[config.mk]
export PLATFORM = sky130hd
export DESIGN_NAME = ret_check
export DESIGN_NICKNAME = d
export VERILOG_FILES = /design/src/rtl/ret_check_pkg.sv /design/src/rtl/ret_q.sv /design/src/rtl/ret_check.sv
export SDC_FILE = /design/constraint.sdc
export NUM_CORES = 1
export LEC_CHECK = 0
export ABC_AREA = 1
export CORE_MARGIN = 3
export CORE_UTILIZATION = 45
export CTS_CLUSTER_SIZE = 16
export DETAILED_ROUTE_END_ITERATION = 10
export PLACE_DENSITY = 0.63
export SETUP_SLACK_MARGIN = 0.1
export SLEW_MARGIN = 15
export SYNTH_ARGS = -nofsm -noshare
export SYNTH_HDL_FRONTEND = slang
export SYNTH_SLANG_ARGS = --single-unit
[constraint.sdc]
create_clock -name clk -period 4.8 [get_ports clk]
set_input_delay 0.96 -clock clk [delete_from_list [all_inputs] [get_ports clk]]
set_output_delay 0.96 -clock clk [all_outputs]
set_load 0.02 [all_outputs]
[src/rtl/ret_check_pkg.sv]
// Shared types and defaults for the return-prediction checker.
// Queue entries pair a RAS prediction-valid flag with the predicted address.
package ret_check_pkg;

   localparam int ADDR_WIDTH      = 32;
   localparam int RET_QUEUE_DEPTH = 8;
   localparam int CNT_WIDTH       = 16;

   typedef struct packed {
      logic                  pv;
      logic [ADDR_WIDTH-1:0] addr;
   } ret_q_entry_t;

   typedef enum logic [1:0] {
      CMP_NONE,
      CMP_HIT,
      CMP_MISS,
      CMP_UNDERFLOW
   } cmp_result_e;

endpackage

[src/rtl/ret_q.sv]
// Circular FIFO of in-flight return predictions with simultaneous push/pop and clear.
// The occupancy counter is the only source of full/empty.
module ret_q #(
   parameter int W     = 33,
   parameter int DEPTH = 8
) (
   input  logic                     clk,
   input  logic                     reset,
   input  logic                     push,
   input  logic                     pop,
   input  logic                     clear,
   input  logic [W-1:0]             wr_data,
   output logic [W-1:0]             rd_data,
   output logic [$clog2(DEPTH):0]   count,
   output logic                     full,
   output logic                     empty
);

   localparam int PW = $clog2(DEPTH);
   localparam int CW = PW + 1;

   logic [W-1:0]  mem [DEPTH];
   logic [PW-1:0] rd_ptr;
   logic [PW-1:0] wr_ptr;
   logic          do_push;
   logic          do_pop;

   assign empty = (count == '0);
   assign full  = (count == CW'(DEPTH));

   // A pop at full frees the head slot, so the same-cycle push is admitted.
   assign do_pop  = pop && !empty;
   assign do_push = push && (!full || do_pop);

   assign rd_data = mem[rd_ptr];

   always_ff @(posedge clk) begin
      if (reset || clear) begin
         rd_ptr <= '0;
         wr_ptr <= '0;
         count  <= '0;
      end else begin
         // Power-of-2 depth lets the pointers wrap DEPTH-1 -> 0 by overflow.
         if (do_push) wr_ptr <= wr_ptr + 1'b1;
         if (do_pop)  rd_ptr <= rd_ptr + 1'b1;
         case ({do_push, do_pop})
            2'b10:   count <= count + 1'b1;
            2'b01:   count <= count - 1'b1;
            default: count <= count;
         endcase
      end
   end

   // NOTE: storage is not reset; an entry is only read while count marks it valid.
   always_ff @(posedge clk) begin
      if (do_push) mem[wr_ptr] <= wr_data;
   end

endmodule

[src/rtl/ret_check.sv]
// Return-prediction checker: queues RAS predictions at fetch, compares them with the
// actual target at in-order commit, and pulses mispred with the correct redirect address.
module ret_check
   import ret_check_pkg::*;
#(
   parameter int ADDR  = ADDR_WIDTH,
   parameter int DEPTH = RET_QUEUE_DEPTH,
   parameter int CNT   = CNT_WIDTH
) (
   input  logic                     clk,
   input  logic                     reset,
   input  logic                     fetch_ret,
   input  logic                     pred_v,
   input  logic [ADDR-1:0]          pred_addr,
   input  logic                     commit_ret,
   input  logic [ADDR-1:0]          commit_target,
   input  logic                     flush,
   output logic                     full,
   output logic [$clog2(DEPTH):0]   count,
   output logic                     mispred,
   output logic [ADDR-1:0]          redirect_addr,
   output logic [CNT-1:0]           hit_cnt,
   output logic [CNT-1:0]           miss_cnt,
   output logic                     err_ovf,
   output logic                     err_udf
);

   localparam int EW = ADDR + 1;

   logic [EW-1:0]   head;
   logic            head_pv;
   logic [ADDR-1:0] head_addr;
   logic            empty;
   logic            q_push;
   logic            overflow;
   cmp_result_e     cmp;

   // A flushed fetch is younger than the flush and is discarded outright.
   assign q_push   = fetch_ret && !flush;
   assign overflow = q_push && full && !commit_ret;

   ret_q #(
      .W     (EW),
      .DEPTH (DEPTH)
   ) u_ret_q (
      .clk     (clk),
      .reset   (reset),
      .push    (q_push),
      .pop     (commit_ret),
      .clear   (flush),
      .wr_data ({pred_v, pred_addr}),
      .rd_data (head),
      .count   (count),
      .full    (full),
      .empty   (empty)
   );

   assign head_pv   = head[ADDR];
   assign head_addr = head[ADDR-1:0];

   // The committing return is older than any flush, so it is judged against the head as-is.
   // NOTE: every combinational output gets a default first so no latch is inferred.
   always_comb begin
      cmp = CMP_NONE;
      if (commit_ret) begin
         if (empty)
            cmp = CMP_UNDERFLOW;
         else if (head_pv && (head_addr == commit_target))
            cmp = CMP_HIT;
         else
            cmp = CMP_MISS;
      end
   end

   // NOTE: sequential state uses non-blocking assignments only.
   always_ff @(posedge clk) begin
      if (reset) begin
         mispred       <= 1'b0;
         redirect_addr <= '0;
         hit_cnt       <= '0;
         miss_cnt      <= '0;
         err_ovf       <= 1'b0;
         err_udf       <= 1'b0;
      end else begin
         mispred <= (cmp == CMP_MISS) || (cmp == CMP_UNDERFLOW);
         if ((cmp == CMP_MISS) || (cmp == CMP_UNDERFLOW)) begin
            redirect_addr <= commit_target;
            miss_cnt      <= (&miss_cnt) ? miss_cnt : miss_cnt + 1'b1;
         end
         if (cmp == CMP_HIT)
            hit_cnt <= (&hit_cnt) ? hit_cnt : hit_cnt + 1'b1;
         if (cmp == CMP_UNDERFLOW)
            err_udf <= 1'b1;
         if (overflow)
            err_ovf <= 1'b1;
      end
   end

endmodule
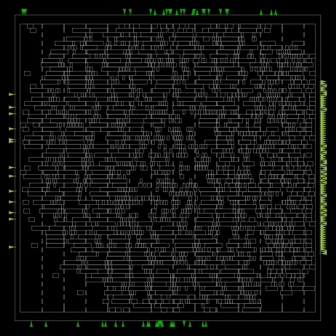
**Above:** cell outlines without signal wires.
row cnt: 67
sequential cell count: 344

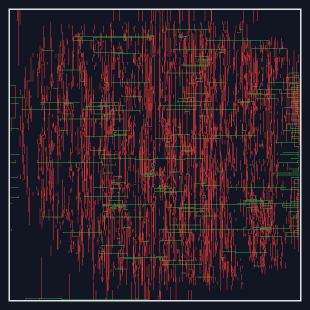
**Above:** signal wires by layer.
Scale: 1.5 px per um. Only two layers are drawn.
Green marks met3, wire length 2,650 um. Red marks met2, wire length 20.3 mm.

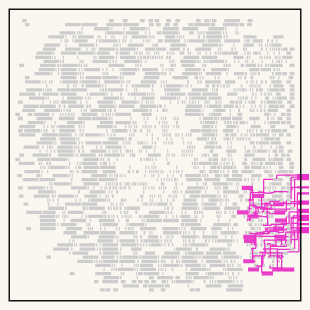
**Above:** nets reached from selected ports.
Scale: 1.5 px per um.
Magenta marks miss_cnt, direction output, end cells 16, buffers 16, wire 874 um.

==> reports/qor.yml <==
synthesis.area_mm2: 0.01580
core_area_mm2: 0.03404
routabilityCongestion: 0.9241
intPower_mw: 5.060
final_cells: 2394
clockBufferDepth: 3
synthTopLogicFamily: "simple AND/OR/NAND/NOR gates"
xor_share_pct: 0.9424
setup_viol: 0
finalCoreUtilization_pct: 55.31
n_all_buffers: 161
viasPerCell: 5.081
p_clk_mw: 2.76
status: "complete, no violations"
grt_pass1_wl_mm: 68.32
whs_endpoint: "redirect_addr[31]$_SDFFE_PP0P_"
holdPathStages: 2
final_area_mm2: 0.01883
cts_resized: 0
synthToLayoutAreaGrowth_pct: 19.16
met2_usage_pct: 37.84
power.group.top: "sequential cells"
